File: config.mk
export PLATFORM = sky130hd
export DESIGN_NAME = multicycle_sequencer
export DESIGN_NICKNAME = d
export VERILOG_FILES = /design/src/rtl/multicycle_sequencer.sv
export SDC_FILE = /design/constraint.sdc
export NUM_CORES = 1
export LEC_CHECK = 0
export CAP_MARGIN = 40
export CORE_MARGIN = 10
export CORE_UTILIZATION = 52
export CTS_CLUSTER_DIAMETER = 40
export DETAILED_ROUTE_END_ITERATION = 8
export PLACE_DENSITY = 0.92
export SYNTH_ARGS = -nofsm -noshare
export SYNTH_HDL_FRONTEND = slang
export SYNTH_SLANG_ARGS = --single-unit
File: constraint.sdc
create_clock -name clk_i -period 3.8 [get_ports clk_i]
set_clock_uncertainty 0.2 [all_clocks]
set_input_delay 0.95 -clock clk_i [delete_from_list [all_inputs] [get_ports clk_i]]
set_output_delay 0.95 -clock clk_i [all_outputs]
set_load 0.01 [all_outputs]
File: src/rtl/multicycle_sequencer.sv
// Multi-cycle FETCH/DECODE/EXECUTE/MEM/WB sequencer for the CPE-CPU core.
// Handshakes with instruction/data memory. Traps on an illegal opcode or a memory timeout.
module multicycle_sequencer #(
  parameter int unsigned TIMEOUT = 16,
  parameter int unsigned CNT_W   = 32
) (
  input  logic             clk_i,
  input  logic             rst_i_h,
  input  logic [6:0]       opcode_w_i,
  input  logic             reg_write_w_i_h,
  input  logic             mem_rd_w_i_h,
  input  logic             mem_wr_w_i_h,
  input  logic             branch_w_i_h,
  input  logic             imem_ack_w_i_h,
  input  logic             dmem_ack_w_i_h,
  output logic             imem_req_w_o_h,
  output logic             dmem_rd_w_o_h,
  output logic             dmem_wr_w_o_h,
  output logic             ir_en_w_o_h,
  output logic             pc_en_w_o_h,
  output logic             reg_wr_en_w_o_h,
  output logic             trap_w_o_h,
  output logic [2:0]       state_w_o,
  output logic [CNT_W-1:0] instret_w_o
);

  typedef enum logic [2:0] {
    S_FETCH   = 3'd0,
    S_DECODE  = 3'd1,
    S_EXECUTE = 3'd2,
    S_MEM     = 3'd3,
    S_WB      = 3'd4,
    S_TRAP    = 3'd5
  } state_t;

  localparam int unsigned WAIT_W = (TIMEOUT == 0) ? 1 : $clog2(TIMEOUT + 1);
  localparam logic [WAIT_W-1:0] WAIT_LAST = WAIT_W'((TIMEOUT == 0) ? 0 : TIMEOUT - 1);

  state_t            state, state_d;
  logic [WAIT_W-1:0] wait_cnt;
  logic [CNT_W-1:0]  instret;
  logic              legal, expired, retire;
  logic              imem_req, dmem_rd, dmem_wr, ir_en, reg_wr_en;

  // Branches need no flag-specific handling. They fall out of EXECUTE when no other flag is set.
  logic unused_branch;
  assign unused_branch = branch_w_i_h;

  always_comb begin
    case (opcode_w_i)
      7'b0110111, 7'b0010111, 7'b1101111, 7'b1100111, 7'b1100011,
      7'b0000011, 7'b0100011, 7'b0010011, 7'b0110011: legal = 1'b1;
      default:                                         legal = 1'b0;
    endcase
  end

  assign expired = (TIMEOUT != 0) && (wait_cnt == WAIT_LAST);

  always_comb begin
    // NOTE: every output of this block gets a default first, so no path can infer a latch.
    state_d   = state;
    retire    = 1'b0;
    imem_req  = 1'b0;
    dmem_rd   = 1'b0;
    dmem_wr   = 1'b0;
    ir_en     = 1'b0;
    reg_wr_en = 1'b0;
    case (state)
      S_FETCH: begin
        imem_req = 1'b1;
        if (imem_ack_w_i_h) begin
          ir_en   = 1'b1;
          state_d = S_DECODE;
        end else if (expired) begin
          state_d = S_TRAP;
        end
      end
      S_DECODE:  state_d = legal ? S_EXECUTE : S_TRAP;
      S_EXECUTE: begin
        if (mem_rd_w_i_h || mem_wr_w_i_h) begin
          state_d = S_MEM;
        end else if (reg_write_w_i_h) begin
          state_d = S_WB;
        end else begin
          retire  = 1'b1;
          state_d = S_FETCH;
        end
      end
      S_MEM: begin
        // A read wins over a write, so the two data requests never overlap.
        dmem_rd = mem_rd_w_i_h;
        dmem_wr = mem_wr_w_i_h & ~mem_rd_w_i_h;
        if (dmem_ack_w_i_h) begin
          if (mem_rd_w_i_h) begin
            state_d = S_WB;
          end else begin
            retire  = 1'b1;
            state_d = S_FETCH;
          end
        end else if (expired) begin
          state_d = S_TRAP;
        end
      end
      S_WB: begin
        reg_wr_en = 1'b1;
        retire    = 1'b1;
        state_d   = S_FETCH;
      end
      S_TRAP:  state_d = S_TRAP;
      default: state_d = S_TRAP;
    endcase
  end

  always_ff @(posedge clk_i) begin
    // NOTE: state registers use non-blocking assignments, so every flop samples pre-edge values.
    if (rst_i_h) begin
      state    <= S_FETCH;
      wait_cnt <= '0;
      instret  <= '0;
    end else begin
      state <= state_d;
      if (state_d != state) begin
        wait_cnt <= '0;
      end else if (state == S_FETCH || state == S_MEM) begin
        wait_cnt <= wait_cnt + 1'b1;
      end
      if (retire) begin
        instret <= instret + 1'b1;
      end
    end
  end

  // Requests and pulses are forced low for the whole reset cycle, even mid-handshake.
  assign imem_req_w_o_h  = imem_req  & ~rst_i_h;
  assign dmem_rd_w_o_h   = dmem_rd   & ~rst_i_h;
  assign dmem_wr_w_o_h   = dmem_wr   & ~rst_i_h;
  assign ir_en_w_o_h     = ir_en     & ~rst_i_h;
  assign pc_en_w_o_h     = retire    & ~rst_i_h;
  assign reg_wr_en_w_o_h = reg_wr_en & ~rst_i_h;
  assign trap_w_o_h      = (state == S_TRAP);
  assign state_w_o       = state;
  assign instret_w_o     = instret;

endmodule

**Cells coloured by class**

Bar = 20 um.
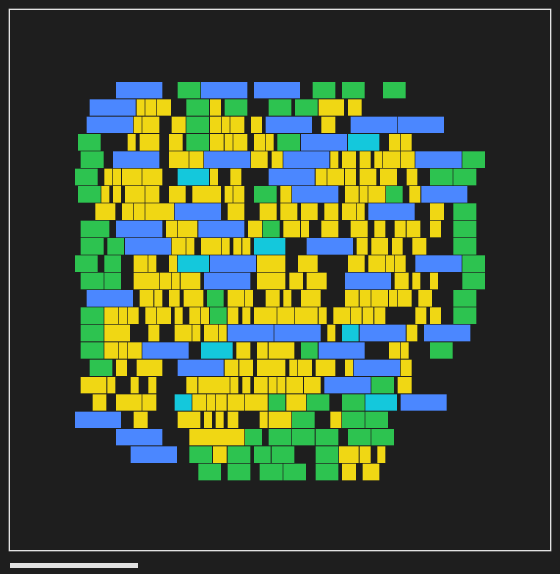
| colour | class | cells | share of their area |
|---|---|---|---|
| yellow | remaining logic cells | 210 | 46% |
| green | remaining buffers and delay cells | 66 | 22% |
| cyan | clock drivers and dummy loads | 8 | 3.4% |
| blue | registers | 40 | 28% |

**Clock network drawn from the DEF**

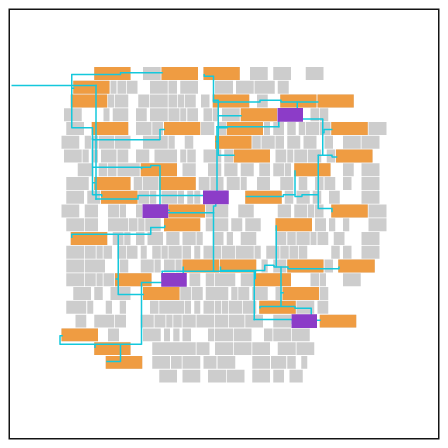
[cyan] clock wires | length: 500 um
[orange] flip-flops | count: 40
[purple] clock-net drivers | count: 5
routed clock nets: 6

**The clock network**

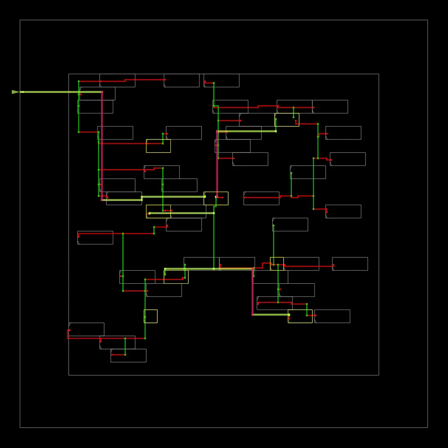
Flops: 40
CTS Buf Count: 5
Latency at later pin: 0.30 ns

-- path summary, 6_finish.rpt --
check	slack, ns	depth (start not counted)	to	startpoint
max reg2reg	1.14	6	instret_w_o[30]	state_w_o[1]
min	0.29	2	instret_w_o[31]	instret_w_o[31]
max	0.10	5	dmem_wr_w_o_h	mem_rd_w_i_h
min reg2reg	0.29	2	instret_w_o[31]	instret_w_o[31]
-- final cells by class --
cell class	instances	area share, %
inverters	6	0.7775
clock inverters	2	0.5184
well taps	50	2.160
multi-input cells	204	44.10
flip-flops and latches	40	27.65
clock buffers	6	2.851
repair buffers	66	21.94
-- cells by family after synthesis --
logic type / synth area share, %
DFF: 36.85
adders and majority gates: 1.727
and+or+nand+nor: 31.66
muxes: 4.030
xor gates and xnor gates: 3.627
AOI/OAI and AO/OA: 17.73
buffers and inverters: 4.375
-- what timing repair did --
action	in CTS	in global routing
buffers inserted	0	1
resized	0	1
endpoints found under the setup margin	0	1
-- cell usage after synthesis, drive strengths merged, types with 3 or more instances --
library cell / number / area, um^2
ha: 3 / 37.54
nor3b: 3 / 27.52
nand3: 6 / 30.03
o31ai: 9 / 67.56
nand2: 17 / 63.81
nor2b: 10 / 62.56
o2111ai: 5 / 43.79
inv: 6 / 22.52
o21ai: 17 / 85.08
nand4: 11 / 68.82
a21oi: 19 / 95.09
nand2b: 3 / 26.27
o211ai: 3 / 27.52
nor2: 32 / 120.1
buf: 6 / 42.53
mux2: 6 / 67.56
and2: 3 / 18.77
clkbuf: 8 / 30.03
nor3: 6 / 30.03
or3: 8 / 50.05
and3: 4 / 25.02
xor2: 8 / 70.07
dfxtp: 40 / 800.8
or4: 11 / 82.58
-- layout by cell type (no fill, tap or decap), types with 2 or more instances in the layout --
cell type	instances
o2111ai_1	5
o31ai_1	9
nand3_1	6
o211ai_1	2
nand2_1	17
dfxtp_1	40
clkbuf_8	6
and2_1	3
mux2i_1	2
clkinvlp_4	2
nor2b_1	10
or3_1	8
ha_1	3
mux2_2	6
clkdlybuf4s50_1	54
nand2b_1	2
or2_2	2
nor2_1	32
o21ai_0	17
and3_1	4
buf_4	11
nor3_1	6
nand3b_1	2
or4_1	11
nor4_1	2
a21oi_1	19
nand4_1	11
xor2_1	8
inv_1	6
nor3b_1	2
a31oi_1	2
-- worst reg2reg max path: cells and delay by family (launching register included) --
| kind | cells | cell delay, ns |
|---|---|---|
| mux | 1 | 0.38 |
| buf+inv | 1 | 0.17 |
| compound gates | 2 | 0.46 |
| flops | 1 | 0.58 |
| simple gates | 2 | 0.78 |
-- where the power goes --
group	switching, mW	internal, mW	total [mW]
Combinational	0.0450	0.0467	0.0917
Clock	0.157	0.147	0.304
Sequential	0.0116	0.424	0.436
-- per-layer routing --
layer	part of all wire, %	global-route usage (%)	vias up
li1	-	-	1095
met1	40	18.36	1061
met2	51	28.35	70
met3	8.0	5.990	8
met4	0.92	5.689	0
met5	0	0	-
-- flip-flops by register name (all words and copies together) (netlist names) --
| signal | count |
|---|---|
| state_w_o | 3 |
| wait_cnt | 5 |
| instret_w_o | 32 |
==> metrics.csv <==
metric;value;unit
status;completed;
crit path kind;in2out;
Critical Path Fanout Max;4;
CP Cell Sequence;clkdlybuf4s50_1 > nor3b_2 > buf_4 > and4b_1 > clkdlybuf4s50_1;
worst hold path type;reg2reg;
yosys cell count;264;
post-layout period usage of the worst path;97.26;%
WP buf/inv;3;
routability congestion estimate;0.8892;
vias in the first global route;2166;
setup ws final;0.1041;ns
Worst setup EP type;primary output;
fmax;0.2706;GHz
Worst Max-Slew Pin Slew;0.6009;ns
Reg clk slew, reported paths;0.08;ns
Post-synth EDFFs;0;
pre-CTS setup slack;0.05239;ns
FFs w/ async S/R, synth;0;%
Worst EP required;2.65;ns
row count;23;
CTS tree;built;
layout cell share with drive strength beyond 1;9.568;%
total power draw;0.8311;mW
Pre-Repair DR Iteration Count;4;
Die X;84.65;um
Max-slew headroom;59.77;%
final core occ;71.89;%
DR vias;2234;
GRT Total Usage;16.53;%
largest net degree at the start of global routing;43;
CP arrival;2.55;ns
stage-log warning count;27;
# DRC;0;
max incr delay on CP;0.54;ns
maximum VDD drop;0.2489;mV
Max stage delay cell, worst path;clkdlybuf4s50_1;
Floorplan Nets;282;
hpwl dp;4238;um
most numerous cell on the critical path;clkdlybuf4s50_1;
Leak;0.9810;nW
FP Util;53.94;%
delay-heaviest family, CP;buffers and inverters;
ANT nets after route;0;
Post-synth seq share;36.85;%
Final Slew Violations;0;
port bufs;55;
cell area after synthesis;2173;um^2
dominant register cell;dfxtp_1;
non-filler instance count after layout;374;
multi-input logic area;1277;um^2
first-pass GRT wire length;10140;um
Synth Instances;264;
Power Dens Cells;286.9;nW/um^2
Chip Height;84.65;um
Layout Nets;341;
post-route cell area;2897;um^2
Cell Type Count;45;
number of antenna diodes;0;
core region area;4029;um^2
Avg WL per Cell;15.39;um
I/O Pins;57;
H-tree depth;2;
1st-iter DRT viols;124;
RSZ-0062 raised after global routing;false;
Chip Area, Yosys;2173;um^2
register area;800.8;um^2
Tmin final;3.696;ns
endpoints failing setup;0;
Post-DP Area;2789;um^2
initial antenna violation count;0;
Yosys reg bits;40;
placed cell count;365;
Vias/cell;5.973;
number of fill cells;334;
Synth warnings;0;
Hold-fix buffers, CTS;0;
Worst setup SP type;input port;
final WL;5757;um
Post-Syn Area per Cell;8.232;um^2
Power and IR drop assume default switching activity.
